run_1/layer_met2.png
Bar = 50 µm.
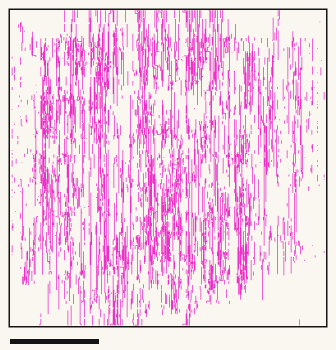
run_1/wires.png
Bar = 50 µm. Two of the layers only.
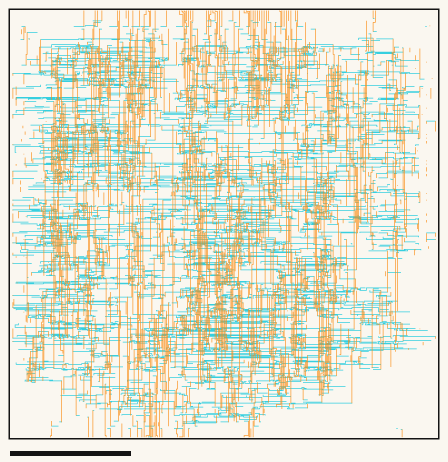
run_1/power_grid.png
Bar = 50 µm. Pins as bars on the die edge.
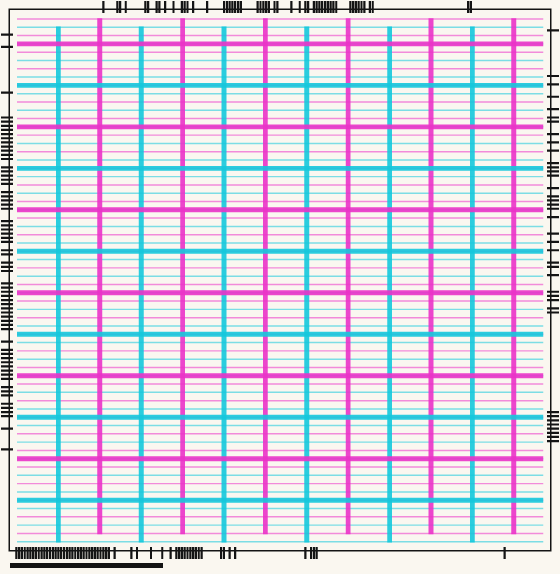
<file path="src/rtl/rle_pkg.sv">
// Shared types and constants for the RLE frame compressor.
package rle_pkg;

    localparam int WORD_W = 32;
    localparam int SYM_W  = 8;

    typedef enum logic [2:0] {
        IDLE,
        RD,
        RW,
        SCAN,
        WR,
        FLUSH,
        FIN
    } state_t;

    // Pairs per output word: 2 for a 16-bit pair, 1 for a 32-bit pair.
    function automatic int pairs_per_word(input int cnt_w);
        return WORD_W / (SYM_W + cnt_w);
    endfunction

endpackage

</file>
<file path="src/rtl/rle_pair_packer.sv">
// Packs (symbol,count) pairs LSB-first into a 32-bit word and flags it full.
// One-cycle update; i_pad forces full with zero upper slots, i_clear empties it.
module rle_pair_packer
    import rle_pkg::*;
#(
    parameter int PAIR_W = 16,
    parameter int PPW    = 2
) (
    input  logic              clk,
    input  logic              nreset,
    input  logic              i_pair_vld,
    input  logic [PAIR_W-1:0] i_pair_dat,
    input  logic              i_pad,
    input  logic              i_clear,
    output logic [WORD_W-1:0] o_word,
    output logic              o_full,
    output logic              o_last_slot
);

    localparam logic [1:0] PPW_L  = 2'(PPW);
    localparam logic [1:0] LAST_L = 2'(PPW - 1);

    logic [WORD_W-1:0] r_word;
    logic [1:0]        r_fill;

    always_ff @(posedge clk or negedge nreset) begin
        if (!nreset) begin
            r_word <= '0;
            r_fill <= '0;
        end else if (i_clear) begin
            r_word <= '0;
            r_fill <= '0;
        end else begin
            for (int i = 0; i < PPW; i++) begin
                if (i_pair_vld && (r_fill == 2'(i))) begin
                    r_word[i*PAIR_W +: PAIR_W] <= i_pair_dat;
                end
            end
            // Padding leaves the unused upper slots at their cleared zero value.
            if (i_pad) begin
                r_fill <= PPW_L;
            end else if (i_pair_vld) begin
                r_fill <= r_fill + 2'd1;
            end
        end
    end

    assign o_word      = r_word;
    assign o_full      = (r_fill == PPW_L);
    assign o_last_slot = (r_fill == LAST_L);

endmodule

</file>
<file path="src/rtl/rle_encoder_gen.sv">
// Run-length encoder: reads a byte frame from DPSRAM port A, writes packed (symbol,count) words.
// 2 cycles per input word read + 1 per byte + 1 per output word; no backpressure, memory is fixed-latency.
module rle_encoder_gen
    import rle_pkg::*;
#(
    parameter int ADDR_W = 16,
    parameter int CNT_W  = 8
) (
    input  logic              clk,
    input  logic              nreset,
    input  logic              start,
    input  logic [31:0]       message_addr,
    input  logic [31:0]       message_size,
    input  logic [31:0]       rle_addr,
    output logic [31:0]       rle_size,
    output logic              done,
    output logic              busy,
    output logic              port_A_clk,
    output logic [ADDR_W-1:0] port_A_addr,
    output logic              port_A_we,
    output logic [31:0]       port_A_data_in,
    input  logic [31:0]       port_A_data_out
);

    localparam int              PPW     = pairs_per_word(CNT_W);
    localparam int              PAIR_W  = SYM_W + CNT_W;
    localparam logic [CNT_W-1:0] CNT_MAX = '1;
    localparam logic [CNT_W-1:0] CNT_ONE = CNT_W'(1);
    localparam logic [ADDR_W-1:0] STEP   = ADDR_W'(4);

    state_t             r_state, r_ret;
    logic [ADDR_W-1:0]  r_rd_ptr, r_wr_ptr;
    logic [31:0]        r_size, r_total, r_shift, r_rle_size;
    logic [1:0]         r_bidx;
    logic [SYM_W-1:0]   r_sym;
    logic [CNT_W-1:0]   r_cnt;
    logic               r_run, r_we, r_done, r_busy;

    state_t             w_next, w_ret, w_dest;
    logic               w_pair_vld, w_pad, w_clear;
    logic               w_same, w_emit, w_end;
    logic               w_full, w_last_slot;
    logic [SYM_W-1:0]   w_byte;
    logic [31:0]        w_total_inc, w_word;
    logic               w_unused_bits;

    assign w_unused_bits = ^{message_addr[31:ADDR_W], rle_addr[31:ADDR_W], w_full};

    assign w_byte      = r_shift[SYM_W-1:0];
    assign w_total_inc = r_total + 32'd1;
    assign w_end       = (w_total_inc == r_size);
    assign w_same      = r_run && (w_byte == r_sym) && (r_cnt != CNT_MAX);
    assign w_emit      = r_run && !w_same;
    // The frame end takes priority over the word end when both coincide.
    assign w_dest      = w_end ? FLUSH : ((r_bidx == 2'd3) ? RD : SCAN);

    always_comb begin
        w_next     = r_state;
        w_ret      = r_ret;
        w_pair_vld = 1'b0;
        w_pad      = 1'b0;
        w_clear    = 1'b0;
        case (r_state)
            IDLE: begin
                if (start) begin
                    w_clear = 1'b1;
                    w_next  = (message_size == 32'd0) ? FIN : RD;
                end
            end
            RD:   w_next = RW;
            RW:   w_next = SCAN;
            SCAN: begin
                w_pair_vld = w_emit;
                if (w_emit && w_last_slot) begin
                    w_next = WR;
                    w_ret  = w_dest;
                end else begin
                    w_next = w_dest;
                end
            end
            WR: begin
                w_clear = 1'b1;
                w_next  = r_ret;
            end
            FLUSH: begin
                w_pair_vld = 1'b1;
                w_pad      = 1'b1;
                w_next     = WR;
                w_ret      = FIN;
            end
            FIN:     w_next = IDLE;
            default: w_next = IDLE;
        endcase
    end

    always_ff @(posedge clk or negedge nreset) begin
        if (!nreset) begin
            r_state    <= IDLE;
            r_ret      <= IDLE;
            r_rd_ptr   <= '0;
            r_wr_ptr   <= '0;
            r_size     <= '0;
            r_total    <= '0;
            r_shift    <= '0;
            r_rle_size <= '0;
            r_bidx     <= '0;
            r_sym      <= '0;
            r_cnt      <= '0;
            r_run      <= 1'b0;
            r_we       <= 1'b0;
            r_done     <= 1'b0;
            r_busy     <= 1'b0;
        end else begin
            r_state <= w_next;
            r_ret   <= w_ret;
            r_we    <= (w_next == WR);
            r_busy  <= (w_next != IDLE);
            case (r_state)
                IDLE: begin
                    if (start) begin
                        r_rd_ptr   <= message_addr[ADDR_W-1:0];
                        r_wr_ptr   <= rle_addr[ADDR_W-1:0];
                        r_size     <= message_size;
                        r_total    <= '0;
                        r_shift    <= '0;
                        r_bidx     <= '0;
                        r_sym      <= '0;
                        r_cnt      <= '0;
                        r_run      <= 1'b0;
                        r_rle_size <= '0;
                        r_done     <= 1'b0;
                    end
                end
                RW: begin
                    r_shift  <= port_A_data_out;
                    r_bidx   <= '0;
                    r_rd_ptr <= r_rd_ptr + STEP;
                end
                SCAN: begin
                    r_shift <= {8'h00, r_shift[31:8]};
                    r_bidx  <= r_bidx + 2'd1;
                    r_total <= w_total_inc;
                    r_run   <= 1'b1;
                    if (w_same) begin
                        r_cnt <= r_cnt + CNT_ONE;
                    end else begin
                        r_sym <= w_byte;
                        r_cnt <= CNT_ONE;
                    end
                end
                WR: begin
                    r_wr_ptr   <= r_wr_ptr + STEP;
                    r_rle_size <= r_rle_size + 32'd4;
                end
                FIN:     r_done <= 1'b1;
                default: ;
            endcase
        end
    end

    rle_pair_packer #(
        .PAIR_W (PAIR_W),
        .PPW    (PPW)
    ) u_packer (
        .clk         (clk),
        .nreset      (nreset),
        .i_pair_vld  (w_pair_vld),
        .i_pair_dat  ({r_sym, r_cnt}),
        .i_pad       (w_pad),
        .i_clear     (w_clear),
        .o_word      (w_word),
        .o_full      (w_full),
        .o_last_slot (w_last_slot)
    );

    assign port_A_clk     = clk;
    assign port_A_we      = r_we;
    assign port_A_addr    = r_we ? r_wr_ptr : r_rd_ptr;
    assign port_A_data_in = w_word;
    assign rle_size       = r_rle_size;
    assign done           = r_done;
    assign busy           = r_busy;

endmodule

</file>
<file path="config.mk">
export PLATFORM = sky130hd
export DESIGN_NAME = rle_encoder_gen
export DESIGN_NICKNAME = d
export VERILOG_FILES = /design/src/rtl/rle_pkg.sv /design/src/rtl/rle_pair_packer.sv /design/src/rtl/rle_encoder_gen.sv
export SDC_FILE = /design/constraint.sdc
export NUM_CORES = 1
export LEC_CHECK = 0
export CORE_MARGIN = 2
export CORE_UTILIZATION = 38
export CTS_BUF_LIST = sky130_fd_sc_hd__clkbuf_16
export CTS_CLUSTER_DIAMETER = 120
export DETAILED_ROUTE_END_ITERATION = 10
export GPL_TIMING_DRIVEN = 0
export HOLD_SLACK_MARGIN = 0.03
export PLACE_DENSITY_LB_ADDON = 0.1
export SYNTH_ARGS = -nofsm -noshare
export SYNTH_HDL_FRONTEND = slang
export SYNTH_SLANG_ARGS = --single-unit
</file>
<file path="constraint.sdc">
create_clock -name clk -period 6 [get_ports clk]
set_clock_uncertainty 0.2 [all_clocks]
set_input_delay 0.6 -clock clk [delete_from_list [all_inputs] [get_ports clk]]
set_output_delay 0.6 -clock clk [all_outputs]
set_load 0.01 [all_outputs]
</file>
==> results_slide.txt, run 1 <==
Physical Implementation Snapshot

Layout
  – Register Area: 0.00551 mm²
  – Multi-input gate share of total cell area: 0.366
  – Non-clk buf share: 0.149
  – Logic area: 0.00541 mm²
  – Final clock-cell share: 0.0704
  – Inserted Diodes: 0
  – Area delta synth->final: 29.8%
  – Core Util, Final: 0.500
  – Seq cells: 220
  – Proportion of layout cells with a drive suffix above 1: 0.0669
  – Top class by area: sequential cells
  – Clk_buf instances: 31
  – Non-clock buffers: 262
  – Most frequent logic cell in the layout: nand2_1
  – Post-layout instance area: 0.0148 mm²
  – Non-Clock Inverter Count: 35
  – Finished Layout Cells: 1855
  – Final #Nets: 1584
  – MI comb cells: 896
  – Most frequent cells in the layout: nand2_1, dfrtp_1, clkdlybuf4s50_1, o21ai_0, clkbuf_1
  – Seq/total area: 0.373
  – Filler cells: 2792

Run
  – Max-Cap Viols: 0
  – Log Warnings: 61

Worst setup path
  – Startpoint types: clock port
  – CP max FO: 2
  – Crit end category: primary output
  – Setup crit start: clk
  – Critical path cell sequence: clkbuf_16 > clkbuf_16 > buf_4 > clkdlybuf4s50_1
  – Slowest stage cell, crit path: clkdlybuf4s50_1
  – RR Startpoint: r_total[0]$_DFFE_PN0P_
  – Most used cell, CP: clkbuf_16
  – Type of the worst setup path: clk -> out
  – Largest stage delay on the critical path: 0.46 ns
  – Worst EP required: 5.20 ns
  – Critical path arrival: 3.83 ns

Synth
  – Post-synthesis average cell area: 9.25 µm²
  – Simple Share, Synth: 0.211
  – XORs/XNORs by Area: 0.0385
  – Yosys Instances: 1230
  – Yosys warning tally: 0
  – Yosys Chip Area: 0.0114 mm²
  – Comb area leader: simple AND/OR/NAND/NOR gates
  – Area leader share: 0.484
  – Yosys aoi share: 0.165
  – Share of the yosys chip area belonging to registers: 0.484
  – Post-synth regs: 220
  – Largest area contributor in the netlist: dfrtp_1
  – Most common reg cell: dfrtp_1
  – Distinct cells, synth: 62
  – Ys async rst share: 1.00
  – Synthesized instance count: 1230
  – EDFF count, synth: 0
  – MUX share of area: 0.0509
  – Top cells by area: dfrtp_1, nand2_1, o21ai_0
  – Post-Synth Adder-Cell Area: 0.00880
  – Synth Cell Area: 0.0114 mm²

Global route
  – GRT Overall Usage: 0.217
  – Wire length of the first global-routing pass: 53.7 mm
  – Remaining Overflow, GRT: 0
  – Initial antenna violation count: 0
  – Largest net degree at the start of global routing: 97
  – Vias in the first global route: 9771

Hold path
  – Hold WC Path Type: reg -> reg
  – Hold Startpoint: r_rd_ptr[0]$_DFFE_PN0P_

Power and ir drop
  – Tot Pwr: 6.78 mW
  – Leakage: 6.42 nW
  – Power Density: 459 mW/mm²
  – Peak supply drop: 0.000312 V

Route
  – Drt pass-1 iters: 8
  – DRC Markers: 0
  – Vias per cell: 5.50
  – Post-DRT Antenna Nets: 0
  – Via count: 10200
  – Routed wire length: 34.1 mm
  – Routed length per instance: 18.4 µm
  – Initial DRC Count: 792

Floorplan
  – Core ar.: 0.0296 mm²
  – DIE WIDTH: 177 µm
  – Num tapcells: 390
  – Die area: 0.0313 mm²
  – Die y size: 177 µm
  – Ports: 215
  – Initial Util: 0.385
  – Site Rows: 63

Place
  – Routability cong.: 0.879
  – Post-DP HPWL: 24.6 mm
  – Post-Place Cells: 1803
  – Dpl ws: 1.64 ns
  – Port Buffer Count: 180
  – Area after DPL: 0.0137 mm²

Timing
  – Worst Max-Slew Pin Slew: 0.921 ns
  – Final setup TNS: 0 ns
  – Headroom to the max-slew limit: 0.381
  – RSZ-0062 raised after global routing: no
  – Worst setup margin: 1.37 ns
  – Final Hold Slack: 0.266 ns
  – Max-slew violation count: 0
  – Setup Viol. Count Final: 0
  – Fin. Hold Viols: 0

Clocking
  – Worst-Skew Late Latency: 0.65 ns
  – Clk slew on worst S/H paths: 0.06 ns
  – CTS tree: done
  – Post-CTS repair timing setup buffer count: 0
  – Hold Buf Count CTS: 1
  – Post-CTS Resized: 0

Run status
  – Outcome: completed
Back to the opening pictures, layer_met2.png:
share of all routed wire: 45%
main direction: vertical
wire length on this layer: 15400 µm

Back to the opening pictures, wires.png:
legend:
  cyan:
    layer: metal 1
    wire_length: 15800 µm
  orange:
    layer: metal 2
    wire_length: 15400 µm

Back to the opening pictures, power_grid.png:
legend:
  cyan:
    net: VSS
  magenta:
    net: VDD
signal pins: 215
met1 rails: 64
met4 straps: 12
rows: 63
met5 straps: 12

[run 1: metal layers]
metal,part of all wire,track usage,vias to the layer above
li1,-,-,4882
met4,0.023,0.0620,0
met1,0.46,0.310,4942
met5,0,0,-
met2,0.45,0.336,324
met3,0.062,0.0397,48
[run 1: power by group]
part | switching [mW] | internal [mW]
sequential | 0.385 | 1.92
combinational | 1.45 | 1.13
clock | 0.671 | 1.22
[run 1: final timing paths]
| check | to | slack (ns) | depth (start not counted) |
|---|---|---|---|
| worst max-delay path | port_A_clk | 1.37 | 4 |
| worst min-delay path | r_rd_ptr[0]$_DFFE_PN0P_ | 0.27 | 2 |
| worst max register to register | r_state[1]$_DFF_PN0_ | 2.36 | 8 |
| worst min register to register | r_rd_ptr[0]$_DFFE_PN0P_ | 0.27 | 2 |
| max in group asynchronous | busy$_DFF_PN0_ | 4.44 | 3 |
| min in group asynchronous | rle_size[13]$_DFFE_PN0P_ | 0.28 | 2 |
[run 1: worst max-delay path: cells and delay by family]
kind / cells / cell delay, ns
buffers and inverters: 4 / 0.83
[run 1: sequential cells by signal (all words and copies together), names as in the netlist, 2 cells and up]
register         flops
r_cnt                8
r_state              3
r_ret                3
r_total             32
r_size              32
r_bidx               2
r_wr_ptr            16
r_rd_ptr            16
r_shift             32
rle_size            30
u_packer.o_word     32
r_sym                8
u_packer.r_fill      2
[run 1: Yosys cell counts (11+ instances only)]
library cell / number
nand4_1: 25
nand3_1: 53
xor2_1: 16
mux2_1: 20
mux2_2: 27
and3_1: 43
nor2_1: 63
nor3_1: 20
xnor2_1: 34
a21oi_1: 36
o31ai_1: 20
dfrtp_1: 220
a211oi_1: 11
clkbuf_1: 64
nand2_1: 226
o21ai_0: 104
nor4_1: 14
a22o_1: 11
a31oi_1: 16
a222oi_1: 24
inv_1: 35
--- run 2 (diff from run 1) ---
==> constraint.sdc (replaced) <==
create_clock -name clk -period 4.2 [get_ports clk]
set_clock_uncertainty 0.2 [all_clocks]
set_input_delay 0.42 -clock clk [delete_from_list [all_inputs] [get_ports clk]]
set_output_delay 0.42 -clock clk [all_outputs]
set_load 0.01 [all_outputs]
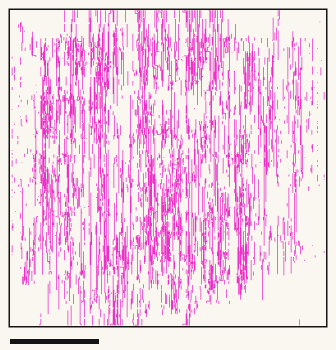
run_2/layer_met2.png
Bar = 50 µm.
wire length on this layer: 15400 µm
main direction: vertical

==> run 2 against run 1 <==
  * Core utilization did not move
  * Worst setup slack got worse by 0.82 ns
  * Via count did not move
  * Sequential share of layout area is the same
  * Critical path type is now reg -> reg
  * Highest routed layer unchanged
==> results_slide.txt, run 2 <==
Physical Implementation Snapshot

Synth
  – Post-synthesis average cell area: 9.25 µm²
  – Ys async rst share: 1.00
  – Top cells by count: nand2_1, dfrtp_1, o21ai_0
  – Largest area contributor in the netlist: dfrtp_1
  – Most common reg cell: dfrtp_1
  – Yosys warning tally: 0
  – EDFF count, synth: 0
  – Distinct cells, synth: 62
  – Synth Cell Area: 0.0114 mm²

Worst setup path
  – Worst R2R Path Depth: 8
  – Type of the worst setup path: reg -> reg
  – Setup crit start: r_total[0]$_DFFE_PN0P_
  – Startpoint types: flip-flop
  – RR Startpoint: r_total[0]$_DFFE_PN0P_
  – CP max FO: 10

Floorplan
  – Initial Util: 0.385
  – Core ar.: 0.0296 mm²
  – Site Rows: 63
  – Die y size: 177 µm
  – Die area: 0.0313 mm²
  – DIE WIDTH: 177 µm
  – Ports: 215

Power and ir drop
  – Clk pwr share: 0.279
  – Sw Share: 0.370
  – Sw power: 3.58 mW
  – Logic pwr share: 0.381
  – Tot Pwr: 9.69 mW
  – Reg power frac: 0.340
  – Peak supply drop: 0.000446 V
  – Power Density: 656 mW/mm²
  – Leakage: 6.42 nW

Clocking
  – Worst-Skew Late Latency: 0.65 ns
  – Post-CTS repair timing setup buffer count: 0

Layout
  – Non-clk buf share: 0.149
  – Most frequent logic cell in the layout: nand2_1
  – Seq/total area: 0.373
  – Top class by area: sequential cells
  – Most frequent cells in the layout: nand2_1, dfrtp_1, clkdlybuf4s50_1, o21ai_0, clkbuf_1
  – Register Area: 0.00551 mm²
  – Seq cells: 220
  – Filler cells: 2792
  – Final #Nets: 1584
  – Non-Clock Inverter Count: 35
  – Area delta synth->final: 29.8%
  – Proportion of layout cells with a drive suffix above 1: 0.0669
  – MI comb cells: 896

Global route
  – Vias in the first global route: 9771
  – Met2 GRT Util: 0.336
  – Wire length of the first global-routing pass: 53.7 mm
  – GRT Overall Usage: 0.217
  – Remaining Overflow, GRT: 0
  – Initial antenna violation count: 0
  – Gr busiest metal: met2

Route
  – Routed wl met3: 2.11 mm
  – Vias per cell: 5.50
  – Routed wire length: 34.1 mm
  – Initial DRC Count: 792
  – WL met2: 15.4 mm
  – Via count: 10200
  – Highest metal used: met4
  – Post-DRT Antenna Nets: 0
  – WL met1: 15.8 mm

Timing
  – Max-slew violation count: 0
  – RSZ-0062 raised after global routing: no
  – Fin. Hold Viols: 0
  – Headroom to the max-slew limit: 0.381
  – Worst setup margin: 0.557 ns

Run status
  – Outcome: completed

Place
  – Routability cong.: 0.879
  – Post-DP HPWL: 24.6 mm

Run
  – Max-Cap Viols: 0

Hold path
  – Hold WC Path Type: in -> async
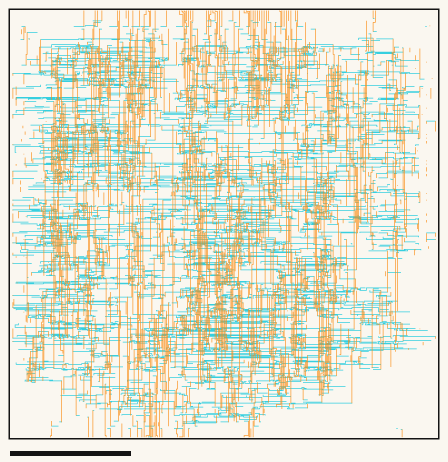
run_2/wires.png
Bar = 50 µm. Two of the layers only.
legend:
  cyan:
    layer: metal 1
    wire_length: 15800 µm
  orange:
    layer: metal 2
    wire_length: 15400 µm

[run 2: through the flow]
stage / utilization / cells / instance area, µm²
2_1_floorplan: - / 1231 / 11400
3_3_place_gp: 0.462 / 1801 / 13700
3_5_place_dp: 0.464 / 1803 / 13700
4_1_cts: 0.500 / 1855 / 14800
5_1_grt: 0.500 / 1855 / 14800
6_report: 0.500 / 1855 / 14800
[run 2: final timing paths]
kind	to	slack [ns]
max in group asynchronous	busy$_DFF_PN0_	2.82
max reg2reg	r_state[1]$_DFF_PN0_	0.56
min	rle_size[13]$_DFFE_PN0P_	0.10
min in group clk	r_wr_ptr[0]$_DFFE_PN0P_	0.11
max	r_state[1]$_DFF_PN0_	0.56
min reg2reg	r_rd_ptr[0]$_DFFE_PN0P_	0.27
[run 2: logic make-up after synthesis]
logic type / count (synthesis) / synth area share
AOI/OAI and AO/OA: 281 / 0.165
xor gates and xnor gates: 50 / 0.0385
adders and majority gates: 8 / 0.00880
buffers and inverters: 115 / 0.0408
DFF: 220 / 0.484
muxes: 52 / 0.0509
other: 1 / 0.000330
and+or+nand+nor: 503 / 0.211
[run 2: power by group through the flow]
stage	registers (mW)	logic (mW)	clock network, mW
2_1_floorplan	3.20	2.33	0.0196
3_3_place_gp	3.31	3.66	0.0374
3_5_place_dp	3.32	3.71	0.0374
4_1_cts	3.29	3.73	2.75
5_1_grt	3.38	4.10	2.83
6_report	3.30	3.69	2.70
[run 2: critical path: stages (launching register included)]
cell,delay (ns)
dfrtp_1,0.45
ha_1,0.26
nand3_1,0.35
or3_4,0.48
or4_1,0.52
a22oi_1,0.27
nand4_1,0.20
nor4_1,0.62
o31ai_1,0.14
[run 2: what timing repair did]
action | 4_1_cts | 5_1_grt
hold endpoints to repair | 141 | 0
gates resized | 0 | 0
hold buffers | 1 | 0
--- run 3 (diff from run 2) ---
--- a/config.mk
+++ b/config.mk
@@ -10,7 +10,6 @@
 export CTS_BUF_LIST = sky130_fd_sc_hd__clkbuf_16
 export CTS_CLUSTER_DIAMETER = 120
 export DETAILED_ROUTE_END_ITERATION = 10
-export GPL_TIMING_DRIVEN = 0
 export HOLD_SLACK_MARGIN = 0.03
 export PLACE_DENSITY_LB_ADDON = 0.1
 export SYNTH_ARGS = -nofsm -noshare
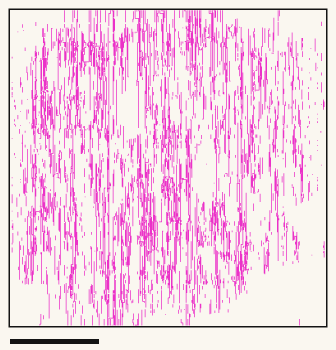
run_3/layer_met2.png
Bar = 50 µm.
nets with wire on the layer: 1227
share of all routed wire: 45%

==> run 3 against run 2 <==
  * Sequential cell count stayed put
  * Critical path depth is 1 lower
  * Worst hold slack better by 0.021 ns
  * Largest cell class unchanged
  * Largest power group unchanged
  * Highest routed layer unchanged
==> results_slide.txt, run 3 <==
Physical Implementation Snapshot

Global route
  – Largest net degree at the start of global routing: 125
  – Wire length of the first global-routing pass: 51.5 mm
  – Vias in the first global route: 9709
  – GRT Overall Usage: 0.201
  – Remaining Overflow, GRT: 0
  – Initial antenna violation count: 0

Timing
  – Worst setup margin: 0.663 ns
  – Final min period: 3.54 ns
  – Final setup TNS: 0 ns
  – RSZ-0062 raised after global routing: no
  – Headroom to the max-slew limit: 0.267
  – Worst Max-Slew Pin Slew: 1.10 ns
  – Final Hold Slack: 0.125 ns
  – Fin. Hold Viols: 0
  – Setup Viol. Count Final: 0
  – Max-slew violation count: 0
  – Final Cycle Share: 0.842

Synth
  – Ys async rst share: 1.00
  – XORs/XNORs by Area: 0.0385
  – Synth Cell Area: 0.0114 mm²
  – Comb area leader: simple AND/OR/NAND/NOR gates
  – Synthesized instance count: 1230
  – Area leader share: 0.484
  – Yosys aoi share: 0.165
  – Post-Synth Adder-Cell Area: 0.00880
  – Yosys Instances: 1230
  – Most common reg cell: dfrtp_1
  – Largest area contributor in the netlist: dfrtp_1
  – Post-synth regs: 220
  – Top cells by count: nand2_1, dfrtp_1, o21ai_0
  – Yosys Chip Area: 0.0114 mm²
  – Top cells by area: dfrtp_1, nand2_1, o21ai_0
  – MUX share of area: 0.0509
  – Distinct cells, synth: 62
  – EDFF count, synth: 0
  – Synth top cell by count: nand2_1
  – Yosys warning tally: 0
  – Simple Share, Synth: 0.211
  – Share of the yosys chip area belonging to registers: 0.484
  – Post-synthesis average cell area: 9.25 µm²

Layout
  – Seq/total area: 0.382
  – Area delta synth->final: 26.8%
  – Finished Layout Cells: 1790
  – Multi-input gate share of total cell area: 0.376
  – Post-layout instance area: 0.0144 mm²
  – Proportion of layout cells with a drive suffix above 1: 0.0729
  – MI comb cells: 896
  – Non-Clock Inverter Count: 35
  – Core Util, Final: 0.488
  – Most frequent logic cell in the layout: nand2_1
  – Register Area: 0.00551 mm²
  – Top class by area: sequential cells
  – Final clock-cell share: 0.0634
  – Most frequent cells in the layout: nand2_1, dfrtp_1, clkdlybuf4s50_1, o21ai_0, nor2_1
  – Non-clock buffers: 201
  – Logic area: 0.00542 mm²
  – Non-clk buf share: 0.136
  – Filler cells: 2829
  – Inserted Diodes: 0
  – Final #Nets: 1523

Floorplan
  – Die y size: 177 µm
  – Ports: 215
  – Die area: 0.0313 mm²
  – DIE WIDTH: 177 µm
  – Initial Util: 0.385
  – Core ar.: 0.0296 mm²
  – Site Rows: 63
  – Num tapcells: 390

Run
  – Max-Cap Viols: 0
  – Log Warnings: 62

Worst setup path
  – Critical path arrival: 3.90 ns
  – Critical path cell sequence: nand4_4 > or4_1 > nor4_2 > xnor2_1 > o2111ai_1 > or4_1 > a21oi_1
  – Crit end category: flip-flop
  – R2r setup slk: 0.66 ns
  – Startpoint types: flip-flop
  – Worst EP required: 4.56 ns
  – Buffers and inverters on the worst path: 0
  – Type of the worst setup path: reg -> reg
  – Slowest stage cell, crit path: or4_1
  – Most used cell, CP: or4_1
  – Top Family by Delay on Critical Path: simple AND/OR/NAND/NOR gates
  – CP max FO: 12
  – Largest stage delay on the critical path: 0.80 ns

Place
  – Post-Place Cells: 1742
  – Area after DPL: 0.0135 mm²
  – Routability cong.: 0.833
  – Dpl ws: 0.677 ns
  – Port Buffer Count: 180
  – Post-DP HPWL: 21.0 mm

Route
  – Routed length per instance: 17.3 µm
  – Post-DRT Antenna Nets: 0
  – Routed wire length: 31.1 mm
  – Initial DRC Count: 784
  – Vias per cell: 5.47
  – Via count: 9791
  – Drt pass-1 iters: 7
  – DRC Markers: 0

Hold path
  – Hold WC Path Type: in -> reg

Clocking
  – Clk slew on worst S/H paths: 0.06 ns
  – Post-CTS Resized: 0
  – Post-CTS repair timing setup buffer count: 0
  – CTS tree: done

Power and ir drop
  – Peak supply drop: 0.000400 V
  – Power Density: 638 mW/mm²
  – Tot Pwr: 9.20 mW
  – Leakage: 6.32 nW

Run status
  – Outcome: completed
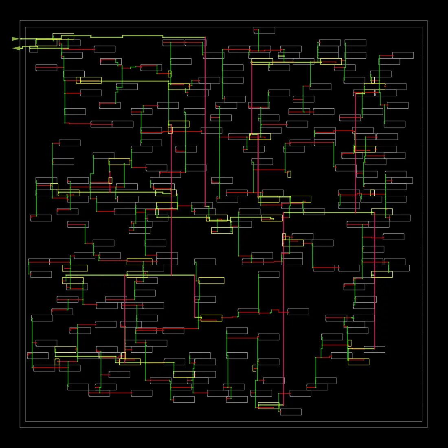
run_3/clocks.png
Clk. pwr: 2.38 mW
Seq cells: 220
Worst-Skew Late Latency: 0.64 ns
clk_buf instances: 31

[run 3: cell counts after synthesis]
Identical to the previous run, type by type.
[run 3: where the power goes]
group | internal [mW] | total, mW | switching (mW)
clock network | 1.47 | 2.38 | 0.909
logic | 1.59 | 3.47 | 1.88
registers | 2.75 | 3.35 | 0.604
total | 5.81 | 9.20 | 3.39
[run 3: repair_timing]
item                       in CTS  in global routing
hold endpoints to repair      119                  0
setup endpoints to repair       0                  0
hold buffers                    1                  0
[run 3: per-layer routing]
| metal | up-vias | wire (µm) | global-route usage |
|---|---|---|---|
| li1 | 4756 | - | - |
| met2 | 276 | 14000 | 0.321 |
| met5 | - | 0 | 0 |
| met1 | 4726 | 14300 | 0.279 |
| met4 | 0 | 629 | 0.0492 |
| met3 | 33 | 2150 | 0.0445 |
[run 3: final timing paths]
path / from / to / depth (start not counted)
setup / recovery: r_total[6]$_DFFE_PN0P_ / r_state[2]$_DFF_PN0_ / 7
hold / removal: message_addr[0] / r_rd_ptr[0]$_DFFE_PN0P_ / 3
setup reg to reg: r_total[6]$_DFFE_PN0P_ / r_state[2]$_DFF_PN0_ / 7
hold reg to reg: r_rd_ptr[0]$_DFFE_PN0P_ / r_rd_ptr[0]$_DFFE_PN0P_ / 2
max in group asynchronous: nreset / u_packer.o_word[29]$_DFFE_PN0P_ / 3
min in group asynchronous: nreset / rle_size[30]$_DFFE_PN0P_ / 2
[run 3: cells by family after synthesis]
| family | Yosys count |
|---|---|
| AND/OR/NAND/NOR | 503 |
| AND-OR/OR-AND | 281 |
| flip-flops | 220 |
| buffers and inverters | 115 |
| multiplexers | 52 |
| XOR/XNOR | 50 |
| adder cells (fa/ha/maj) | 8 |
| other | 1 |
No activity file was given, so power comes from the tool's default toggle rates.
